Figure 1. Cells coloured by class.
Fill, decap, tap and diode cells in grey.
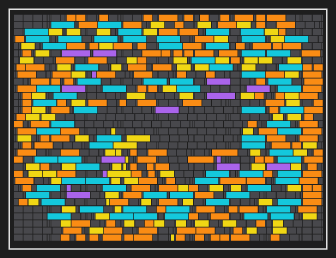
Figure 2. I/O nets highlighted.
Bar = 20 µm.
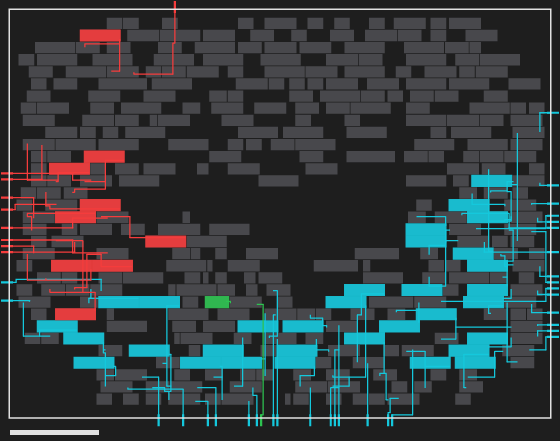
Figure 3. Signal wires by layer.
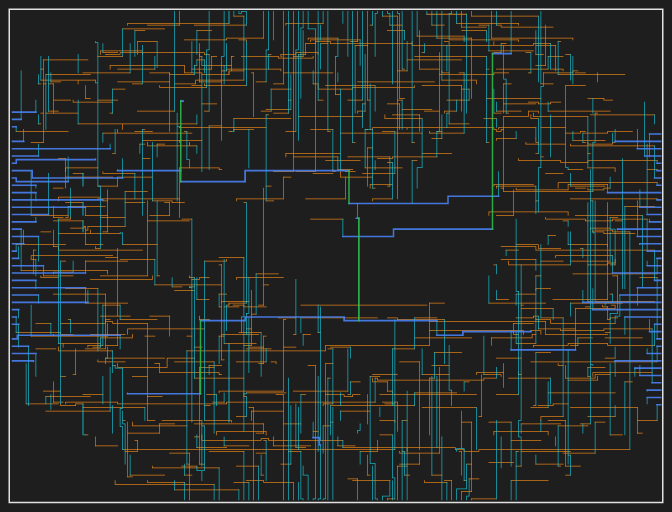
Figure 4. Drive-strength map.
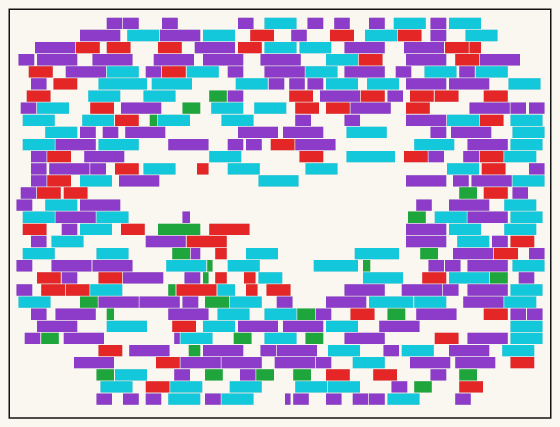
Figure 5. Placement view.
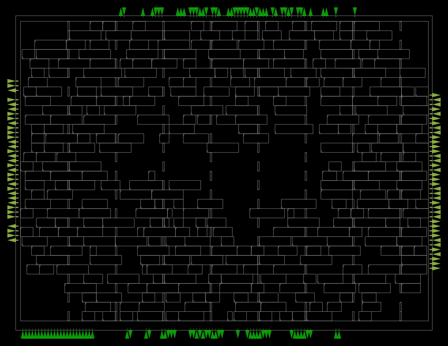
<file path="config.mk">
export PLATFORM = sky130hd
export DESIGN_NAME = mem_access_ctrl
export DESIGN_NICKNAME = d
export VERILOG_FILES = /design/src/rtl/mem_access_ctrl.sv
export SDC_FILE = /design/constraint.sdc
export NUM_CORES = 1
export LEC_CHECK = 0
export CELL_PAD_IN_SITES_DETAIL_PLACEMENT = 0
export CELL_PAD_IN_SITES_GLOBAL_PLACEMENT = 1
export CORE_ASPECT_RATIO = 0.75
export CORE_MARGIN = 1
export CORE_UTILIZATION = 29
export DETAILED_ROUTE_END_ITERATION = 10
export GPL_ROUTABILITY_DRIVEN = 0
export PLACE_DENSITY = 0.78
export SETUP_SLACK_MARGIN = 0.15
export SLEW_MARGIN = 20
export SYNTH_ARGS = -nofsm -noshare
export SYNTH_HDL_FRONTEND = slang
export SYNTH_SLANG_ARGS = --single-unit
</file>
<file path="constraint.sdc">
create_clock -name clock -period 1.5 [get_ports clock]
set_input_delay 0.15 -clock clock [delete_from_list [all_inputs] [get_ports clock]]
set_output_delay 0.15 -clock clock [all_outputs]
set_load 0.1 [all_outputs]
</file>
<file path="src/rtl/mem_access_ctrl.sv">
// rtl/mem_access_ctrl.sv - CPU-to-RAM access controller for a synchronous-read RAM (optional MEM_ACCESS_FAULT_EN)
module mem_access_ctrl #(
    parameter int ADDR_W     = 9,
    parameter int DATA_W     = 32,
    parameter int CPU_ADDR_W = 32
) (
    input  logic                  clock,
    input  logic                  clear_n,
    input  logic                  cpu_req,
    input  logic                  cpu_we,
    input  logic [CPU_ADDR_W-1:0] cpu_addr,
    input  logic [DATA_W-1:0]     cpu_wdata,
    output logic                  cpu_ready,
    output logic                  cpu_done,
    output logic [DATA_W-1:0]     cpu_rdata,
    output logic                  cpu_fault,
    output logic                  ram_read,
    output logic                  ram_write,
    output logic [ADDR_W-1:0]     ram_address,
    output logic [DATA_W-1:0]     ram_data_in,
    input  logic [DATA_W-1:0]     ram_data_out
);

    typedef enum logic [1:0] {
        IDLE    = 2'd0,
        ACCESS  = 2'd1,
        CAPTURE = 2'd2,
        DONE    = 2'd3
    } state_t;

    state_t              state_q;
    state_t              state_d;
    logic [ADDR_W-1:0]   mar_q;
    logic [DATA_W-1:0]   wdr_q;
    logic [DATA_W-1:0]   mdr_q;
    logic                we_q;

`ifdef MEM_ACCESS_FAULT_EN
    // Any set bit above the RAM address range makes the request out of range.
    logic                addr_hi_nz;
    logic                fault_q;
    assign addr_hi_nz = |cpu_addr[CPU_ADDR_W-1:ADDR_W];
`else
    // Upper address bits are intentionally dropped so addresses wrap in the RAM.
    logic                unused_addr_hi;
    assign unused_addr_hi = ^cpu_addr[CPU_ADDR_W-1:ADDR_W];
`endif

    // State register; async clear drops the RAM strobes immediately mid-access.
    always_ff @(posedge clock or negedge clear_n) begin
        if (!clear_n) begin
            state_q <= IDLE;
        end else begin
            state_q <= state_d;
        end
    end

    // Next-state decode: writes skip CAPTURE, faulted requests skip the RAM entirely.
    always_comb begin
        state_d = state_q;
        case (state_q)
            IDLE: begin
                if (cpu_req) begin
`ifdef MEM_ACCESS_FAULT_EN
                    state_d = addr_hi_nz ? DONE : ACCESS;
`else
                    state_d = ACCESS;
`endif
                end
            end
            ACCESS:  state_d = we_q ? DONE : CAPTURE;
            CAPTURE: state_d = DONE;
            DONE:    state_d = IDLE;
            default: state_d = IDLE;
        endcase
    end

    // Request capture in IDLE and read-data capture in CAPTURE; MDR is never touched by writes.
    always_ff @(posedge clock or negedge clear_n) begin
        if (!clear_n) begin
            mar_q   <= '0;
            wdr_q   <= '0;
            mdr_q   <= '0;
            we_q    <= 1'b0;
`ifdef MEM_ACCESS_FAULT_EN
            fault_q <= 1'b0;
`endif
        end else begin
            case (state_q)
                IDLE: begin
                    if (cpu_req) begin
                        mar_q   <= cpu_addr[ADDR_W-1:0];
                        wdr_q   <= cpu_wdata;
                        we_q    <= cpu_we;
`ifdef MEM_ACCESS_FAULT_EN
                        fault_q <= addr_hi_nz;
                        if (addr_hi_nz && !cpu_we) begin
                            mdr_q <= '0;
                        end
`endif
                    end
                end
                CAPTURE: mdr_q <= ram_data_out;
                default: ;
            endcase
        end
    end

    assign cpu_ready   = (state_q == IDLE);
    assign cpu_done    = (state_q == DONE);
    assign cpu_rdata   = mdr_q;
`ifdef MEM_ACCESS_FAULT_EN
    assign cpu_fault   = (state_q == DONE) && fault_q;
`else
    assign cpu_fault   = 1'b0;
`endif
    // RAM registers the address at the end of ACCESS; CAPTURE keeps the strobe and address steady.
    assign ram_read    = ((state_q == ACCESS) && !we_q) || (state_q == CAPTURE);
    assign ram_write   = (state_q == ACCESS) && we_q;
    assign ram_address = mar_q;
    assign ram_data_in = wdr_q;

endmodule

</file>
==> results.toml <==
# synthesis and place-and-route metrics
[synth]
synth.yosys.chip_area_um2 = 3090
synth.net_count = 279
post_synth_num_cell_types = 15
commonest_cells_in_the_synthesized_netlist = "dfrtp_1, mux2_4, mux2_2"
adder_share = 0.0162
mappedNetlistArea_um2 = 3090
synth.yosys.seq_area_share = 0.615
postSynthRegisterBits = 76
enable_flop_cells = 0
syn_avg_cell_area_um2 = 17.7
yosys_warnings = 0
synth.top_cells.by_area = "dfrtp_1, mux2_4, mux2_2"
compound_gate_portion_of_the_synthesized_area = 0.00405
netlist.area_leader.share = 0.615
synth.mux.area_fraction = 0.328
ff_type = "dfrtp_1"
synthArstFlopShare = 1.00
cell_type_with_the_largest_total_area_after_synthesis = "dfrtp_1"
ys_sh_xor = 0
most_common_cell = "dfrtp_1"
synth_simple_gate_area_share = 0.00769
yosys_cells = 175
gate_count_after_technology_mapping = 175
yosys-dominant-comb-family = "multiplexers"

[grt]
grt_antenna_before_repair = 0
total_routing_usage_reported_by_global_routing = 0.149
first_global_vias = 2305
grt_overflow_total = 0
grt_start_max_net_pins = 77
grt_first_pass_wirelength_um = 12200

[sta]
hold_viol_final = 0
final.setup.tns_ns = -0.974
period_used_share = 1.05
final_period_minus_worst_setup_slack_ns = 1.57
timing.final.max_slew_violations = 0
report.final.setup_viol = 19
fin_skew_ns = 0.00283
rsz0062_at_grt = "yes"
fmax_ghz = 0.636
post-route-worst-setup-slack_ns = -0.0713
finalHoldWorstSlack_ns = 0.350

[worst_setup_path]
critPathCaptureType = "output pin"
max_stage_delay_ns = 0.45
crit_path_cell_trace = "ha_4, buf_12, a21o_4, buf_12"
crit_path_max_fanout = 5
crit_path_start_kind = "flop"
crit_slowest_cell = "dfrtp_2"
criticalPathCategory = "reg2out"
critPathRequiredTime_ns = 1.35
cpMostUsedCell = "buf_12"
worstPathArrival_ns = 1.42

[cts]
tritoncts = "yes"
clock_insertion_delay_worst_skew_ns = 0.33
tritoncts.num_buffers = 9
longest_clk_path_bufs = 2
worst_setup_hold_path_clk_slew_ns = 0.06
cts.sink_count = 76
ctsRootBufferMaster = "clkbuf_16"
cts_htree_levels = 3

[route]
dr.first_iter.drc_count = 61
dr_total_vias = 2085
post-route-drc-count = 0
detail_route.vias_per_cell = 4.27
drt_pass1_iterations = 4
postRouteAntennaNets = 0
detail_route.wl_per_cell_um = 16.0
wirelength_um = 7820

[outcome]
outcome = "finished with violations"
violations = "setup timing"

[floorplanning]
die-width_um = 121
number_of_top_level_design_ports = 178
chip_area_um2 = 11100
core_um2 = 10300
height_of_the_chip_um = 91.4
floorplanUtilization = 0.299

[cells_and_area]
regArea_um2 = 1900
layout-drive-gt1-share = 0.554
layout.nets = 452
logic_area_um2 = 1220
most_frequent_logic_cell_in_the_layout = "buf_12"
final_cell_mix = "buf_12, dfrtp_1, clkdlybuf4s50_1"
layout_area_overhead_pct = 101
insertedDiodeCount = 0

[flow_run]
max_cap_violations = 0
openroad.warnings = 55

[hold_path]
timing.hold.worst.class = "in2async"

[place]
dp_hpwl_um = 5410
io_port_bufs = 153
## Picture notes: Figure 1
legend:
  remaining buffers and delay cells:
    colour: orange
    cells: 171
    share_of_their_area: 43%
  remaining logic cells:
    colour: yellow
    cells: 90
    share_of_their_area: 20%
  registers:
    colour: cyan
    cells: 76
    share_of_their_area: 32%
  clock drivers and dummy loads:
    colour: purple
    cells: 15
    share_of_their_area: 5.1%

## Picture notes: Figure 2
legend:
  ram_address:
    colour: red
    bits: 9
    direction: output
    end_cells: 9
    buffers: 9
    wire: 356 µm
  cpu_rdata:
    colour: cyan
    bits: 32
    direction: output
    end_cells: 32
    buffers: 32
    wire: 827 µm
  cpu_done:
    colour: green
    bits: 1
    direction: output
    end_cells: 1
    buffers: 1
    wire: 28.1 µm

## Picture notes: Figure 3
legend:
  M2:
    colour: cyan
    wire_length: 3,730 µm
  M4:
    colour: green
    wire_length: 86.4 µm
  M3:
    colour: blue
    wire_length: 581 µm
  M1:
    colour: orange
    wire_length: 3,420 µm

## Picture notes: Figure 4
legend:
  x6 and larger:
    colour: cyan
    cells: 101
    most_used: buf_12
  x1 and smaller:
    colour: purple
    cells: 157
  x2:
    colour: green
    cells: 28
    most_used: mux2_2
  x3 and x4:
    colour: red
    cells: 66
    most_used: mux2_4

## Picture notes: Figure 5
non-filler cells, final: 488
fill cell instance count of the final layout: 773
share of the core filled with cells: 0.601
number of placement rows: 32
flop count: 76

## registers in the layout, summed over array words and instances (netlist names)
name / count
cpu_rdata: 32
ram_data_in: 32
ram_address: 9
state_q: 2
we_q: 1
## stage by stage
| stage | worst slack (ns) | instances | utilization | instance area [µm²] |
|---|---|---|---|---|
| 2_1_floorplan | -0.0574 | 175 | - | 3140 |
| 3_3_place_gp | 0.0818 | 464 | 0.547 | 5650 |
| 4_1_cts | -0.0870 | 488 | 0.596 | 6150 |
| 6_report | -0.0713 | 488 | 0.601 | 6210 |
| 5_1_grt | -0.115 | 488 | 0.601 | 6210 |
| 3_5_place_dp | 0.0682 | 464 | 0.547 | 5650 |
## cell type report
type / count / share of cell area
clock inverters: 6 / 0.0129
well taps: 136 / 0.0274
clock buffers: 9 / 0.0363
multi-input cells: 87 / 0.197
inverters: 3 / 0.00181
flip-flops and latches: 76 / 0.307
repair buffers: 171 / 0.418
## per-layer routing
| layer | wire length [µm] | vias to the layer above | track usage |
|---|---|---|---|
| met1 | 3420 | 1035 | 0.184 |
| met4 | 86 | 0 | 0.0432 |
| met2 | 3730 | 89 | 0.234 |
| li1 | - | 950 | - |
| met3 | 581 | 11 | 0.0647 |
| met5 | 0 | - | 0 |
## repair_timing
action                     CTS  global route
gates cloned                 3             0
gates resized               17            15
hold endpoints to repair    76             0
hold buffers                 1             0
setup endpoints to repair   77            77
buffers inserted             5             0
pin swaps                    1             1
## cell families (layout without fill, tap and decap cells)
family,after synthesis,count (layout)
other,1,1
AND/OR/NAND/NOR,3,3
flip-flops,76,76
multiplexers,77,77
buffers and inverters,12,189
AND-OR/OR-AND,2,2
adder cells (fa/ha/maj),4,4
## worst max-delay path: cells and delay by family (launching register included)
family	cells	cell delay [ns]
AOI/OAI and AO/OA	1	0.18
adders and majority gates	1	0.18
buffers and inverters	2	0.28
DFF	1	0.45
## final timing paths
| check | from | endpoint | slack [ns] | cells past startpoint |
|---|---|---|---|---|
| max | state_q[1] | ram_read | -0.07 | 4 |
| min | clear_n | ram_data_in[21] | 0.35 | 3 |
| max reg2reg | state_q[1] | cpu_rdata[2] | -0.06 | 6 |
| min reg2reg | cpu_rdata[8] | cpu_rdata[8] | 0.57 | 1 |
| max in group asynchronous | clear_n | state_q[1] | 0.78 | 3 |
| min in group clock | cpu_wdata[2] | ram_data_in[2] | 0.43 | 2 |
